File: src/rtl/adf4158_pkg.sv
// rtl/adf4158_pkg.sv - ADF4158 register map constants and control-bit decode
package adf4158_pkg;

    localparam int WORD_W      = 32;
    localparam int NUM_REGS    = 10;
    localparam int RAMP_EN_BIT = 31;
    localparam int SEL_BIT     = 23;

    localparam logic [2:0] CTRL_R0 = 3'd0;
    localparam logic [2:0] CTRL_R1 = 3'd1;
    localparam logic [2:0] CTRL_R2 = 3'd2;
    localparam logic [2:0] CTRL_R3 = 3'd3;
    localparam logic [2:0] CTRL_R4 = 3'd4;
    localparam logic [2:0] CTRL_R5 = 3'd5;
    localparam logic [2:0] CTRL_R6 = 3'd6;
    localparam logic [2:0] CTRL_R7 = 3'd7;

    // R5 and R6 each own two consecutive bank slots, selected by bit 23
    localparam logic [3:0] IDX_R0 = 4'd0;
    localparam logic [3:0] IDX_R1 = 4'd1;
    localparam logic [3:0] IDX_R2 = 4'd2;
    localparam logic [3:0] IDX_R3 = 4'd3;
    localparam logic [3:0] IDX_R4 = 4'd4;
    localparam logic [3:0] IDX_R5 = 4'd5;
    localparam logic [3:0] IDX_R6 = 4'd7;
    localparam logic [3:0] IDX_R7 = 4'd9;

    localparam logic [3:0] LAST_IDX = 4'(NUM_REGS - 1);

    function automatic logic [3:0] decode_idx(input logic [WORD_W-1:0] w);
        logic [3:0] idx;
        case (w[2:0])
            CTRL_R0: idx = IDX_R0;
            CTRL_R1: idx = IDX_R1;
            CTRL_R2: idx = IDX_R2;
            CTRL_R3: idx = IDX_R3;
            CTRL_R4: idx = IDX_R4;
            CTRL_R5: idx = w[SEL_BIT] ? IDX_R5 + 4'd1 : IDX_R5;
            CTRL_R6: idx = w[SEL_BIT] ? IDX_R6 + 4'd1 : IDX_R6;
            default: idx = IDX_R7;
        endcase
        return idx;
    endfunction

endpackage

File: src/rtl/adf4158_spi_monitor_sync_edge_det.sv
// rtl/adf4158_spi_monitor_sync_edge_det.sv - input synchronizer with level and edge pulses
module sync_edge_det #(
    parameter int   SYNC_STAGES = 2,
    parameter logic RESET_VAL   = 1'b0
) (
    input  logic clk_i,
    input  logic rst_i,
    input  logic d_i,
    output logic level_o,
    output logic rise_o,
    output logic fall_o
);

    logic [SYNC_STAGES-1:0] sync_q;
    logic                   hist_q;

    // Synchronizer chain followed by one history flop for edge detection
    always_ff @(posedge clk_i) begin
        if (rst_i) begin
            sync_q <= {SYNC_STAGES{RESET_VAL}};
            hist_q <= RESET_VAL;
        end else begin
            sync_q <= {sync_q[SYNC_STAGES-2:0], d_i};
            hist_q <= sync_q[SYNC_STAGES-1];
        end
    end

    assign level_o = sync_q[SYNC_STAGES-1];
    assign rise_o  = level_o & ~hist_q;
    assign fall_o  = ~level_o & hist_q;

endmodule

File: src/rtl/adf4158_spi_monitor.sv
// rtl/adf4158_spi_monitor.sv - ADF4158 CLK/DATA/LE receiver with shadow register bank
module adf4158_spi_monitor
    import adf4158_pkg::*;
#(
    parameter int SYNC_STAGES = 2,
    parameter int ERR_W       = 8
) (
    input  logic              clk_i,
    input  logic              rst_i,
    input  logic              sclk_i,
    input  logic              data_i,
    input  logic              le_i,
    output logic              wr_valid_o,
    output logic [3:0]        wr_idx_o,
    output logic [WORD_W-1:0] wr_data_o,
    output logic              frame_err_o,
    output logic [ERR_W-1:0]  err_cnt_o,
    output logic              all_written_o,
    output logic              ramp_en_o,
    input  logic [3:0]        rd_idx_i,
    output logic [WORD_W-1:0] rd_data_o
);

    logic sclk_rise, sclk_level_unused, sclk_fall_unused;
    logic data_s, data_rise_unused, data_fall_unused;
    logic le_s, le_rise, le_fall;

    sync_edge_det #(.SYNC_STAGES(SYNC_STAGES), .RESET_VAL(1'b0)) u_sclk (
        .clk_i(clk_i), .rst_i(rst_i), .d_i(sclk_i),
        .level_o(sclk_level_unused), .rise_o(sclk_rise), .fall_o(sclk_fall_unused)
    );

    sync_edge_det #(.SYNC_STAGES(SYNC_STAGES), .RESET_VAL(1'b0)) u_data (
        .clk_i(clk_i), .rst_i(rst_i), .d_i(data_i),
        .level_o(data_s), .rise_o(data_rise_unused), .fall_o(data_fall_unused)
    );

    // LE idles high, so its synchronizer resets high to avoid a spurious edge
    sync_edge_det #(.SYNC_STAGES(SYNC_STAGES), .RESET_VAL(1'b1)) u_le (
        .clk_i(clk_i), .rst_i(rst_i), .d_i(le_i),
        .level_o(le_s), .rise_o(le_rise), .fall_o(le_fall)
    );

    logic [WORD_W-1:0] shift_q, shift_d;
    logic [5:0]        bit_cnt_q, bit_cnt_d;
    logic              commit, frame_err;
    logic [3:0]        commit_idx;

    logic              wr_valid_q, frame_err_q;
    logic [3:0]        wr_idx_q;
    logic [WORD_W-1:0] wr_data_q, rd_data_q;
    logic [ERR_W-1:0]  err_cnt_q;
    logic [WORD_W-1:0] bank_q [NUM_REGS];
    logic [NUM_REGS-1:0] written_q;

    // Deserializer next state; an LE rise wins over a coincident sclk edge
    always_comb begin
        shift_d   = shift_q;
        bit_cnt_d = bit_cnt_q;
        commit    = 1'b0;
        frame_err = 1'b0;
        if (le_rise) begin
            if (bit_cnt_q == 6'd32) begin
                commit = 1'b1;
            end else begin
                frame_err = 1'b1;
            end
        end else begin
            if (le_fall) begin
                bit_cnt_d = 6'd0;
            end
            if (sclk_rise && !le_s) begin
                shift_d   = {shift_q[WORD_W-2:0], data_s};
                bit_cnt_d = (bit_cnt_d == 6'd33) ? bit_cnt_d : bit_cnt_d + 6'd1;
            end
        end
    end

    assign commit_idx = decode_idx(shift_q);

    // Shift register and saturating bit counter
    always_ff @(posedge clk_i) begin
        if (rst_i) begin
            shift_q   <= '0;
            bit_cnt_q <= '0;
        end else begin
            shift_q   <= shift_d;
            bit_cnt_q <= bit_cnt_d;
        end
    end

    // Commit into the bank, strobes and saturating frame-error count
    always_ff @(posedge clk_i) begin
        if (rst_i) begin
            wr_valid_q  <= 1'b0;
            frame_err_q <= 1'b0;
            wr_idx_q    <= '0;
            wr_data_q   <= '0;
            err_cnt_q   <= '0;
            bank_q      <= '{default: '0};
            written_q   <= '0;
        end else begin
            wr_valid_q  <= commit;
            frame_err_q <= frame_err;
            if (commit) begin
                wr_idx_q              <= commit_idx;
                wr_data_q             <= shift_q;
                bank_q[commit_idx]    <= shift_q;
                written_q[commit_idx] <= 1'b1;
            end
            if (frame_err && (err_cnt_q != {ERR_W{1'b1}})) begin
                err_cnt_q <= err_cnt_q + 1'b1;
            end
        end
    end

    // Registered readback; indices past the bank read as zero
    always_ff @(posedge clk_i) begin
        if (rst_i) begin
            rd_data_q <= '0;
        end else begin
            rd_data_q <= (rd_idx_i <= LAST_IDX) ? bank_q[rd_idx_i] : '0;
        end
    end

    assign wr_valid_o    = wr_valid_q;
    assign wr_idx_o      = wr_idx_q;
    assign wr_data_o     = wr_data_q;
    assign frame_err_o   = frame_err_q;
    assign err_cnt_o     = err_cnt_q;
    assign all_written_o = &written_q;
    assign ramp_en_o     = bank_q[IDX_R0][RAMP_EN_BIT];
    assign rd_data_o     = rd_data_q;

endmodule

File: config.mk
export PLATFORM = sky130hd
export DESIGN_NAME = adf4158_spi_monitor
export DESIGN_NICKNAME = d
export VERILOG_FILES = /design/src/rtl/adf4158_pkg.sv /design/src/rtl/adf4158_spi_monitor_sync_edge_det.sv /design/src/rtl/adf4158_spi_monitor.sv
export SDC_FILE = /design/constraint.sdc
export NUM_CORES = 1
export LEC_CHECK = 0
export ABC_AREA = 1
export CORE_MARGIN = 3
export CORE_UTILIZATION = 35
export CTS_CLUSTER_DIAMETER = 80
export DETAILED_ROUTE_END_ITERATION = 6
export PLACE_DENSITY = 0.56
export SYNTH_ARGS = -nofsm -noshare
export SYNTH_HDL_FRONTEND = slang
export SYNTH_SLANG_ARGS = --single-unit
File: constraint.sdc
create_clock -name clk_i -period 2.7 [get_ports clk_i]
set_input_delay 0.27 -clock clk_i [delete_from_list [all_inputs] [get_ports clk_i]]
set_output_delay 0.27 -clock clk_i [all_outputs]
set_load 0.02 [all_outputs]
==> flow_metrics.py <==
# Synthesis and PnR figures
metrics = {
    "status": {
        "status": "complete, no violations",
    },
    "place": {
        "port_buffers": 88,
    },
    "worst_setup_path": {
        "cpMaxStageDelayCell": "clkdlybuf4s50_1",
        "critPathKind": "reg2out",
        "path_max_fanout": 2,
        "slowest_delay_ns": 0.68,
        "crit_required_ns": 2.43,
    },
    "cells_and_area": {
        "drive_above_1_share": 0.0612,
        "inv_count": 216,
        "nets": 2704,
        "comb-cell-share": 0.375,
    },
    "global_route": {
        "grt_usage": 0.219,
        "groute.layer.met1.usage": 0.302,
        "grt_max_degree": 155,
    },
    "drt": {
        "vias": 18100,
        "vias_per_cell": 5.29,
        "drtIter0Drc": 1818,
        "ant_nets": 0,
        "drt_pass1_iterations": 5,
    },
    "timing": {
        "tns_ns": 0,
        "worst_pin_slew_ns": 0.805,
        "rsz0062_at_grt": "false",
        "timing.final.crit_period_ns": 2.29,
    },
    "yosys": {
        "yosys_cells": 2735,
        "synth.most_common_cell": "nand2_1",
        "fa_ha_area_frac": 0.00195,
        "synthMuxAreaShare": 0,
        "compound_area_frac": 0.145,
    },
    "cts": {
        "ctsResizeCount": 0,
        "cts.path.max_buffers": 3,
        "clk_latency_ns": 0.58,
    },
    "flow_run": {
        "max_cap_viol_count": 0,
        "warnings": 33,
    },
    "die": {
        "core_region_area_um2": 54100,
    },
}
-- where the power goes --
group | total (mW) | internal, mW | switching, mW | leakage [nW]
Sequential | 6.77 | 6.72 | 0.0436 | 3.66
Combinational | 0.619 | 0.163 | 0.456 | 3.60
Clock | 6.69 | 3.91 | 2.78 | 0.793
Total | 14.1 | 10.8 | 3.28 | 8.05
-- routing by layer --
metal | vias up | routed length (um) | part of all wire
met1 | 8554 | 28600 | 0.44
met2 | 685 | 29100 | 0.45
met4 | 0 | 1770 | 0.027
met5 | - | 0 | 0
met3 | 123 | 5140 | 0.080
li1 | 8782 | - | -
-- logic make-up after synthesis --
logic type,Yosys count
AND-OR/OR-AND,538
XOR/XNOR,2
adder cells (fa/ha/maj),3
buffers and inverters,459
flip-flops,454
AND/OR/NAND/NOR,1279
Figure 1. Zoomed window.
Region (40, 160) to (80, 200) um. Cells in gray, sequential cells in the stronger gray; small squares are vias.
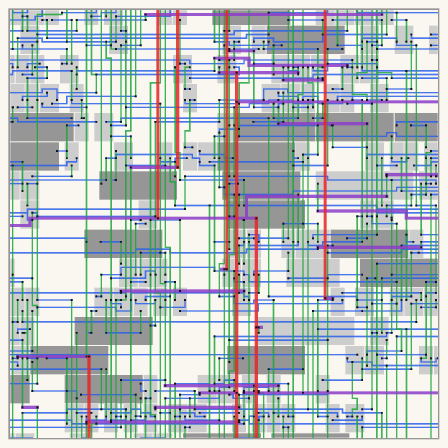
| layer | color |
|---|---|
| met1 | blue |
| met3 | purple |
| met2 | green |
| met4 | red |
most frequent: nand2_1 (40), nand3_1 (36), a21oi_1 (19)
sequential cells in the window: 18
netlist names of flops here include: `bank_q` (18)
cells with their middle in the window: 127

Figure 2. Sequential cells grouped by signal name.
The bar under the picture is 50 um long. Other sequential cells in the stronger gray, the rest of the logic in the fainter gray.
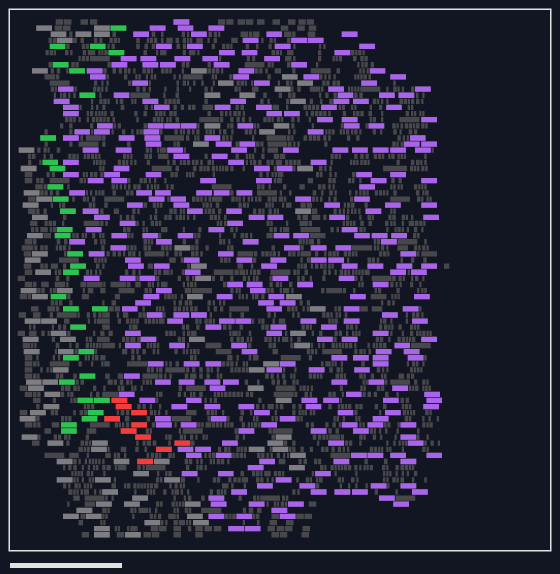
| netlist name | color | placed flops |
|---|---|---|
| `shift_q` | green | 32 |
| `bank_q` | purple | 319 |
| `written_q` | red | 10 |
not colored: 93

Figure 3. Clock wiring as the flow saved it.
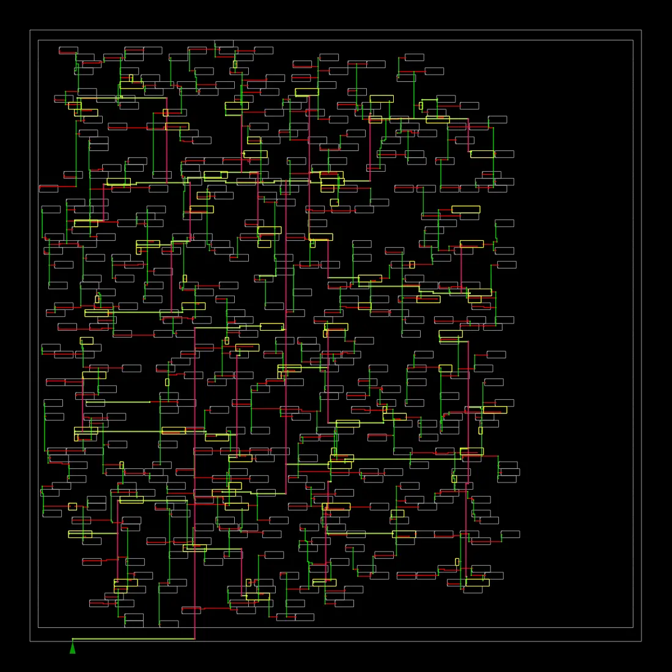
clock buffers: 78
Clock group: 6.69 mW
clk_skew: 0.0212 ns
total CTS buffers: 49
flip-flops: 454

Figure 4. Wiring by layer.
Only two layers are drawn.
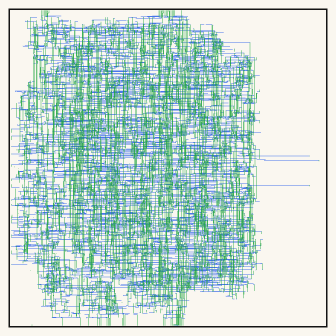
| layer | color | wire length |
|---|---|---|
| met2 | green | 29.1 mm |
| met1 | blue | 28.6 mm |

Figure 5. Nets reached from selected ports.
The bar under the picture is 50 um long.
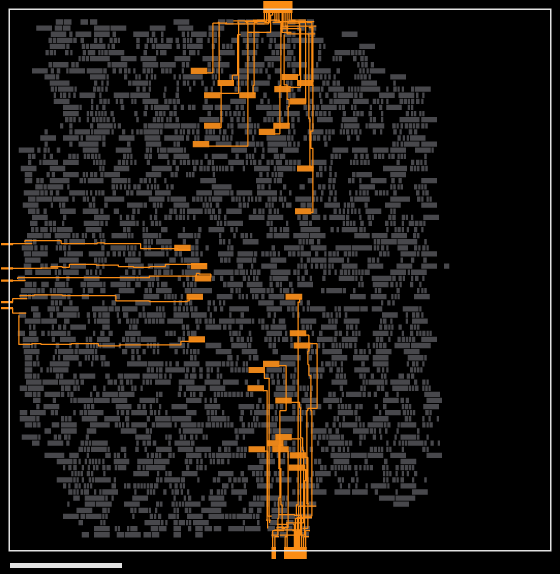
| port | color | bits | direction | edge | end cells | buffers | wire |
|---|---|---|---|---|---|---|---|
| `rd_data_o` | orange | 32 | output | 14 north, 13 south, 5 west | 32 | 32 | 2320 um |

Power is estimated from default activity; no workload was simulated.
